==> config.mk <==
export PLATFORM = sky130hd
export DESIGN_NAME = input_loader
export DESIGN_NICKNAME = d
export VERILOG_FILES = /design/src/rtl/npu_loader_pkg.sv /design/src/rtl/input_loader.sv
export SDC_FILE = /design/constraint.sdc
export NUM_CORES = 1
export LEC_CHECK = 0
export CORE_MARGIN = 2
export CORE_UTILIZATION = 45
export CTS_BUF_LIST = sky130_fd_sc_hd__clkbuf_4 sky130_fd_sc_hd__clkbuf_8
export CTS_CLUSTER_SIZE = 16
export DETAILED_ROUTE_END_ITERATION = 16
export PLACE_DENSITY = 0.87
export SETUP_SLACK_MARGIN = 0.15
export SYNTH_ARGS = -nofsm -noshare
export SYNTH_HDL_FRONTEND = slang
export SYNTH_SLANG_ARGS = --single-unit
==> constraint.sdc <==
create_clock -name CLKEXT -period 1.89 [get_ports CLKEXT]
set_input_delay 0.189 -clock CLKEXT [delete_from_list [all_inputs] [get_ports CLKEXT]]
set_output_delay 0.189 -clock CLKEXT [all_outputs]
set_load 0.005 [all_outputs]
==> src/rtl/npu_loader_pkg.sv <==
// Shared types and constants for the NPU input loader.
// Holds the loader FSM encoding and the lane geometry.
package npu_loader_pkg;

    typedef enum logic [2:0] {
        IDLE    = 3'd0,
        CLEAR   = 3'd1,
        COLLECT = 3'd2,
        LOAD    = 3'd3,
        FIN     = 3'd4
    } state_t;

    localparam int LANES = 4;
    localparam int IDX_W = $clog2(LANES);

endpackage

==> src/rtl/input_loader.sv <==
// Packs a byte stream into 4-lane vectors and strobes them into the NPU input buffer.
// Latency: 4 accepted bytes + 1 LOAD cycle per vector; HOLD stalls LOAD, IN_VALID bubbles stall COLLECT.
// Optional macro INPUT_LOADER_PARITY_EN adds IN_PAR input and sticky PAR_ERR output.
module input_loader
    import npu_loader_pkg::*;
#(
    parameter int DATA_W = 8,
    parameter int CNT_W  = 8
) (
    input  logic              CLKEXT,
    input  logic              CLR_LOADER,
    input  logic              START,
    input  logic [CNT_W-1:0]  NUM_VEC,
    input  logic              IN_VALID,
    input  logic [DATA_W-1:0] IN_DATA,
    output logic              IN_READY,
    input  logic              HOLD,
`ifdef INPUT_LOADER_PARITY_EN
    input  logic              IN_PAR,
    output logic              PAR_ERR,
`endif
    output logic [DATA_W-1:0] DA,
    output logic [DATA_W-1:0] DB,
    output logic [DATA_W-1:0] DC,
    output logic [DATA_W-1:0] DD,
    output logic              EN_BUF_IN,
    output logic              CLR_BUF_IN,
    output logic              BUSY,
    output logic              DONE,
    output logic [CNT_W-1:0]  VEC_CNT
);

    state_t             state;
    state_t             next_state;
    logic [IDX_W-1:0]   idx;
    logic [DATA_W-1:0]  lane [LANES];
    logic [CNT_W-1:0]   vec_cnt;
    logic [CNT_W-1:0]   num_vec_q;
    logic               clr_buf_q;
    logic               accept;
    logic               last_vec;

    assign accept   = (state == COLLECT) && IN_VALID;
    assign last_vec = (vec_cnt + CNT_W'(1)) == num_vec_q;

    always_comb begin
        next_state = state;
        case (state)
            IDLE: begin
                if (START) begin
                    next_state = (NUM_VEC != '0) ? CLEAR : FIN;
                end
            end
            CLEAR:   next_state = COLLECT;
            COLLECT: begin
                if (accept && (idx == IDX_W'(LANES - 1))) begin
                    next_state = LOAD;
                end
            end
            LOAD: begin
                if (!HOLD) begin
                    next_state = last_vec ? FIN : COLLECT;
                end
            end
            FIN:     next_state = IDLE;
            default: next_state = IDLE;
        endcase
    end

    always_ff @(posedge CLKEXT) begin
        if (CLR_LOADER) begin
            state     <= IDLE;
            idx       <= '0;
            vec_cnt   <= '0;
            num_vec_q <= '0;
            clr_buf_q <= 1'b0;
            for (int i = 0; i < LANES; i++) begin
                lane[i] <= '0;
            end
        end else begin
            state <= next_state;
            // Buffer clear is low exactly while the FSM sits in CLEAR.
            clr_buf_q <= (next_state != CLEAR);
            case (state)
                IDLE: begin
                    if (START) begin
                        vec_cnt   <= '0;
                        num_vec_q <= NUM_VEC;
                    end
                end
                COLLECT: begin
                    if (accept) begin
                        lane[idx] <= IN_DATA;
                        idx       <= idx + IDX_W'(1);
                    end
                end
                LOAD: begin
                    if (!HOLD) begin
                        vec_cnt <= vec_cnt + CNT_W'(1);
                    end
                end
                default: ;
            endcase
        end
    end

`ifdef INPUT_LOADER_PARITY_EN
    logic par_err_q;

    always_ff @(posedge CLKEXT) begin
        if (CLR_LOADER) begin
            par_err_q <= 1'b0;
        end else if ((state == IDLE) && START) begin
            par_err_q <= 1'b0;
        end else if (accept && (^{IN_DATA, IN_PAR})) begin
            par_err_q <= 1'b1;
        end
    end

    assign PAR_ERR = par_err_q;
`endif

    assign IN_READY   = (state == COLLECT);
    assign EN_BUF_IN  = (state == LOAD) && !HOLD;
    assign BUSY       = (state != IDLE);
    assign DONE       = (state == FIN);
    assign CLR_BUF_IN = clr_buf_q;
    assign VEC_CNT    = vec_cnt;
    assign DA         = lane[0];
    assign DB         = lane[1];
    assign DC         = lane[2];
    assign DD         = lane[3];

endmodule
==> flow_summary.yaml, run 1 <==
# synthesis and place-and-route metrics
final_layout:
  nFillCells: 406
  final_cells: 372
  fin_util: 0.663
  lay_top_cells: "clkdlybuf4s50_1 (61), and2_1 (34), edfxtp_1 (32), nand2_1 (23), buf_4 (21)"
  clkbuf_count: 5
placed_design:
  portBuffers: 65
  pre_cts_slack_ns: 0.0498
  placed_cell_area_mm2: 0.00321
floorplan:
  core_mm2: 0.00511
  io_pins: 66
synthesis:
  largest_area_cell: "edfxtp_1"
  synthesis.instances: 216
  synth_warnings: 0
  ys_cells: 216
  fp_nets: 239
  synth_top_area_share: 0.403
  ff_type: "edfxtp_1"
  most_common_cell: "and2_1"
  avgSynthCellArea_um2: 11.0
worst_setup_path:
  r2r_end: "lane[0][2]"
  endpoint: "lane[0][2]"
  critPathCaptureType: "flip-flop"
  rrSetupSlack_ns: 0.20
  required_ns: 1.92
  crit_type: "reg -> reg"
  rr_worst_depth: 6
  r2r-start: "state[2]"
  critPathLaunch: "state[2]"
global_route:
  grt_max_degree: 27
  grt_pass1_wl_um: 8260
clock_network:
  clockBufferDepth: 2
  clkLatencyLatePin_ns: 0.31
  postCtsSetupRepairBufs: 3
  root_buffer: "clkbuf_8"
min_path:
  hold_start: "NUM_VEC[7]"
route:
  final_antenna_net_count: 0
  firstDrtPassIters: 4
  vias: 1875
power_and_ir_drop:
  p_per_area_mw_per_mm2: 672
timing:
  whs_ns: 0.445
  final.setup_skew_ns: 0.00853
status:
  status: "complete, no violations"
run:
  warning_count: 28
-- run 1: flip-flops by register name, indices dropped and copies added, names as in the netlist --
name / flops
CLR_BUF_IN: 1
VEC_CNT: 8
idx: 2
lane: 32
num_vec_q: 8
state: 3
-- run 1: metal layers --
metal / global-route usage / vias to the layer above / wire length, um
met5: 0 / - / 0
met4: 0.0745 / 0 / 85
met3: 0.0435 / 8 / 356
met2: 0.306 / 84 / 2670
met1: 0.212 / 873 / 2180
li1: - / 910 / -
-- run 1: cells by family after synthesis --
group                      after synthesis  synth area share
buffers and inverters                   12            0.0247
DFF                                     54             0.588
xor gates and xnor gates                15            0.0551
AOI/OAI and AO/OA                       29            0.0667
and+or+nand+nor                        103             0.251
adders and majority gates                2            0.0105
muxes                                    1           0.00420
### Gate families picked out, run 1

Scale bar: 20 um.
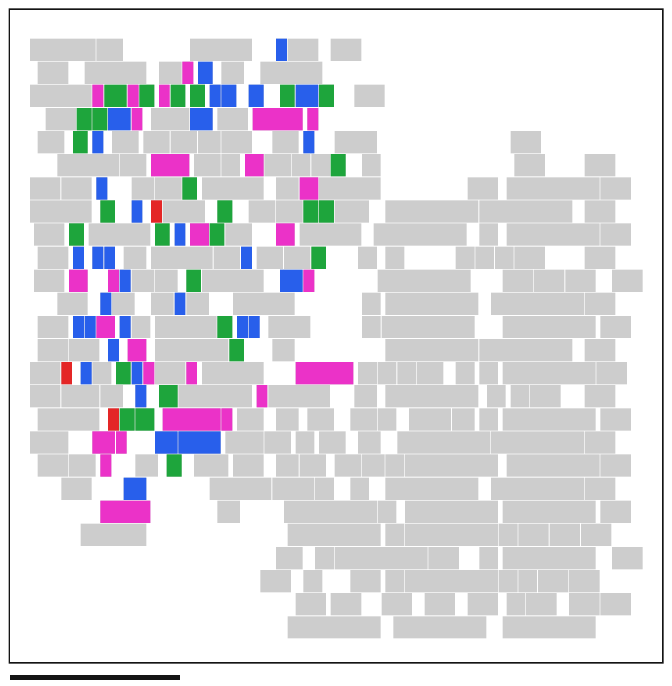
Key: nor cells = magenta [cells 27, most used nor2_1]; nand cells = blue [cells 33, most used nand2_1]; aoi and oai cells = green [cells 27, most used a21oi_1]; inv cells = red [cells 3, most used inv_1]

### Zoomed window, run 1

Scale bar: 10 um. Window x 37 to 77, y 0 to 40 um. Cells in grey, sequential cells in the stronger grey; small squares are vias.
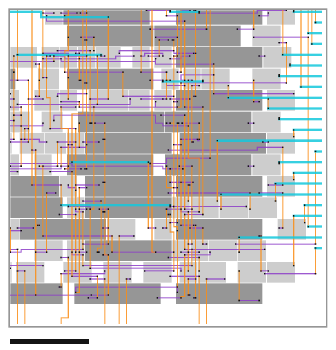
Key: M1 = purple; M3 = cyan; M2 = orange
Most frequent: clkdlybuf4s50_1 (25), edfxtp_1 (24), and2_1 (22). Sequential cells in the window: 24. Netlist names of flops here include lane (24). 81 logic cells have their middle in the window.

### Track usage over the die, run 1

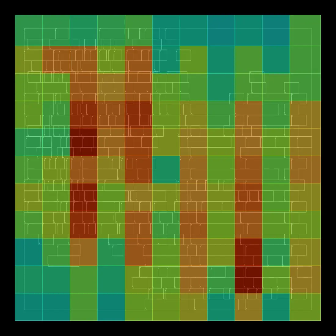
met2 usage: 0.306
GR peak layer: met2
routed len/inst: 14.2 um

==> run 2, diff against run 1 <==
Settings changed: CORE_UTILIZATION 45 to 49, PLACE_DENSITY 0.87 to 0.89, TNS_END_PERCENT set to 30.
Clock period 1.89 ns to 1.9 ns, I/O delays scaled along.
### Track usage over the die, run 2

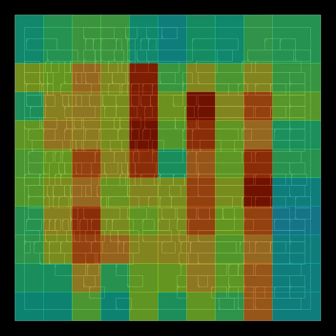
GR Util All Layers: 0.206
met3 Track Usage GR: 0.0453

==> flow_summary.yaml, run 2 <==
# synthesis and place-and-route metrics
clock_network:
  root_buffer: "clkbuf_8"
  clkLatencyLatePin_ns: 0.30
  clockBufferDepth: 2
route:
  firstDrtPassIters: 4
  routedWlPerCell_um: 14.8
  final_antenna_net_count: 0
  wl_met3_um: 408
  top_layer: "met4"
synthesis:
  yosys.area_share.simple: 0.251
  largest_area_cell: "edfxtp_1"
  synthesis.instances: 216
  most_common_cell: "and2_1"
  synthAoiAreaFrac: 0.0667
  adder_share: 0.0105
  synth_top_area_share: 0.403
  synth-xor-area-share: 0.0551
  mux_area_frac: 0.00420
  ff_type: "edfxtp_1"
  synthTopCellsByCount: "and2_1 (34), edfxtp_1 (32), nand2_1 (23), dfxtp_1 (22), a21oi_1 (17)"
  synth_warnings: 0
  logic_family: "simple AND/OR/NAND/NOR gates"
  avgSynthCellArea_um2: 11.0
worst_setup_path:
  r2r_end: "state[2]"
  endpoint: "DONE"
  rr_worst_depth: 7
  rrSetupSlack_ns: 0.25
  critPathLaunch: "state[0]"
  required_ns: 1.71
  r2r-start: "VEC_CNT[1]"
  crit_type: "reg -> out"
placed_design:
  portBuffers: 65
  pre_cts_slack_ns: 0.0932
  placed_cell_area_mm2: 0.00319
final_layout:
  final_cells: 352
  lay_top_cells: "clkdlybuf4s50_1 (64), and2_1 (34), edfxtp_1 (32), nand2_1 (23), dfxtp_1 (19)"
  fin_util: 0.709
  largest_register_ffs: 32
floorplan:
  core_mm2: 0.00469
timing:
  whs_ns: 0.453
  final.setup_skew_ns: 0.00478
global_route:
  grt.busiest_layer: "met2"
  use_met1: 0.238
  grt_util_met2: 0.371
  grt_max_degree: 27
status:
  status: "complete, no violations"
power_and_ir_drop:
  p_per_area_mw_per_mm2: 708
  p_clk_mw: 0.775
### Signal wires on met3, run 2

Scale bar: 20 um.
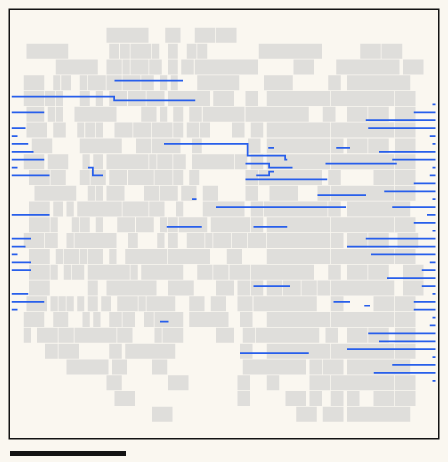
The longest straight run is 22.1 um. The layer holds 7.8% of the routed length. The wires run mostly horizontal. 66 nets have wire on it. The layer carries 408 um of wire.
DRT Wirelength: 5210 um
via count of the routed design: 1857

## run 2: cell counts after synthesis
No cell type changed its count.
## run 2: cells by family (layout without fill, tap and decap cells)
kind of cell,after synthesis,in the layout
simple gates,103,103
xor+xnor,15,15
compound gates,29,29
buf+inv,12,94
mux,1,1
fa+ha+maj,2,2
flops,54,54
## run 2: timing repair
action,in CTS,in global routing
setup endpoints to repair,2,4
endpoints found under the hold margin,0,0
pin swaps,1,0
setup buffers,1,0
resized,4,2
## run 2: cell type report
cell class / instances / area [um^2]
Inverter: 3 / 11.3
Clock buffer: 6 / 76.3
Sequential cell: 54 / 1410
Tap cell: 54 / 67.6
Clock inverter: 2 / 37.5
Multi-Input combinational cell: 150 / 937
Fill cell: 341 / 1370
Timing Repair Buffer: 83 / 785
==> run 3, diff against run 2 <==
Settings changed: ABC_CLOCK_PERIOD_IN_PS set to 1900.
### M1 wires, run 3

Scale bar: 20 um. Supply wires on this layer in grey.
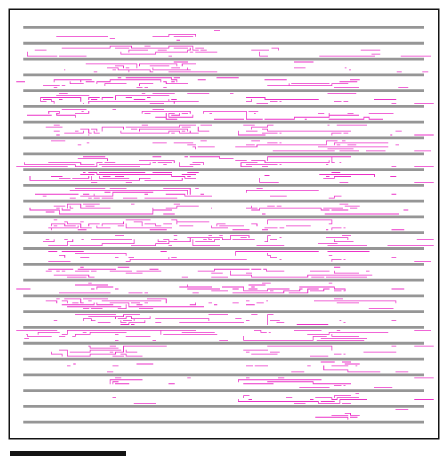
The longest straight run is 22.1 um. The layer carries 2130 um of wire. 279 nets have wire on it. The layer holds 41% of the routed length. The wires run mostly horizontal.

==> flow_summary.yaml, run 3 <==
# synthesis and place-and-route metrics
route:
  vias: 1857
  firstDrtPassIters: 4
  wl_met3_um: 408
clock_network:
  clkLatencyLatePin_ns: 0.30
  clockBufferDepth: 2
worst_setup_path:
  critPathLaunch: "state[0]"
  required_ns: 1.71
  rrSetupSlack_ns: 0.25
synthesis:
  synth_top_area_share: 0.403
  synthesis.instances: 216
  ff_type: "edfxtp_1"
  synthTopCellsByCount: "and2_1 (34), edfxtp_1 (32), nand2_1 (23), dfxtp_1 (22), a21oi_1 (17)"
timing:
  final.setup_skew_ns: 0.00478
  whs_ns: 0.453
final_layout:
  largest_register_ffs: 32
  final_cells: 352
  nFillCells: 341
power_and_ir_drop:
  p_per_area_mw_per_mm2: 708
  p_clk_mw: 0.775
status:
  status: "complete, no violations"
placed_design:
  placed_cell_area_mm2: 0.00319
global_route:
  use_met3: 0.0453
### Track usage over the die, run 3

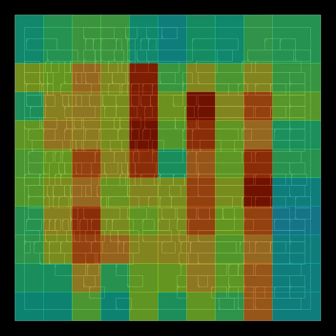
utilization after layout: 0.709
met2 usage: 0.371

==> run 3: cell counts in the layout (fill, tap and decap cells not counted) <==
No cell type changed its count.
==> run 3: layout make-up <==
cell class,instances,area [um^2],share of cell area
clock inverter,2,37.5,0.0113
multi-input combinational,150,937,0.282
sequential,54,1410,0.424
tap,54,67.6,0.0203
inverter,3,11.3,0.00339
timing repair buffer,83,785,0.236
clock buffer,6,76.3,0.0230
==> run 3: cells by family after synthesis <==
kind of cell	count (synthesis)	synth area share
muxes	1	0.00420
DFF	54	0.588
AOI/OAI and AO/OA	29	0.0667
and+or+nand+nor	103	0.251
buffers and inverters	12	0.0247
adders and majority gates	2	0.0105
xor gates and xnor gates	15	0.0551
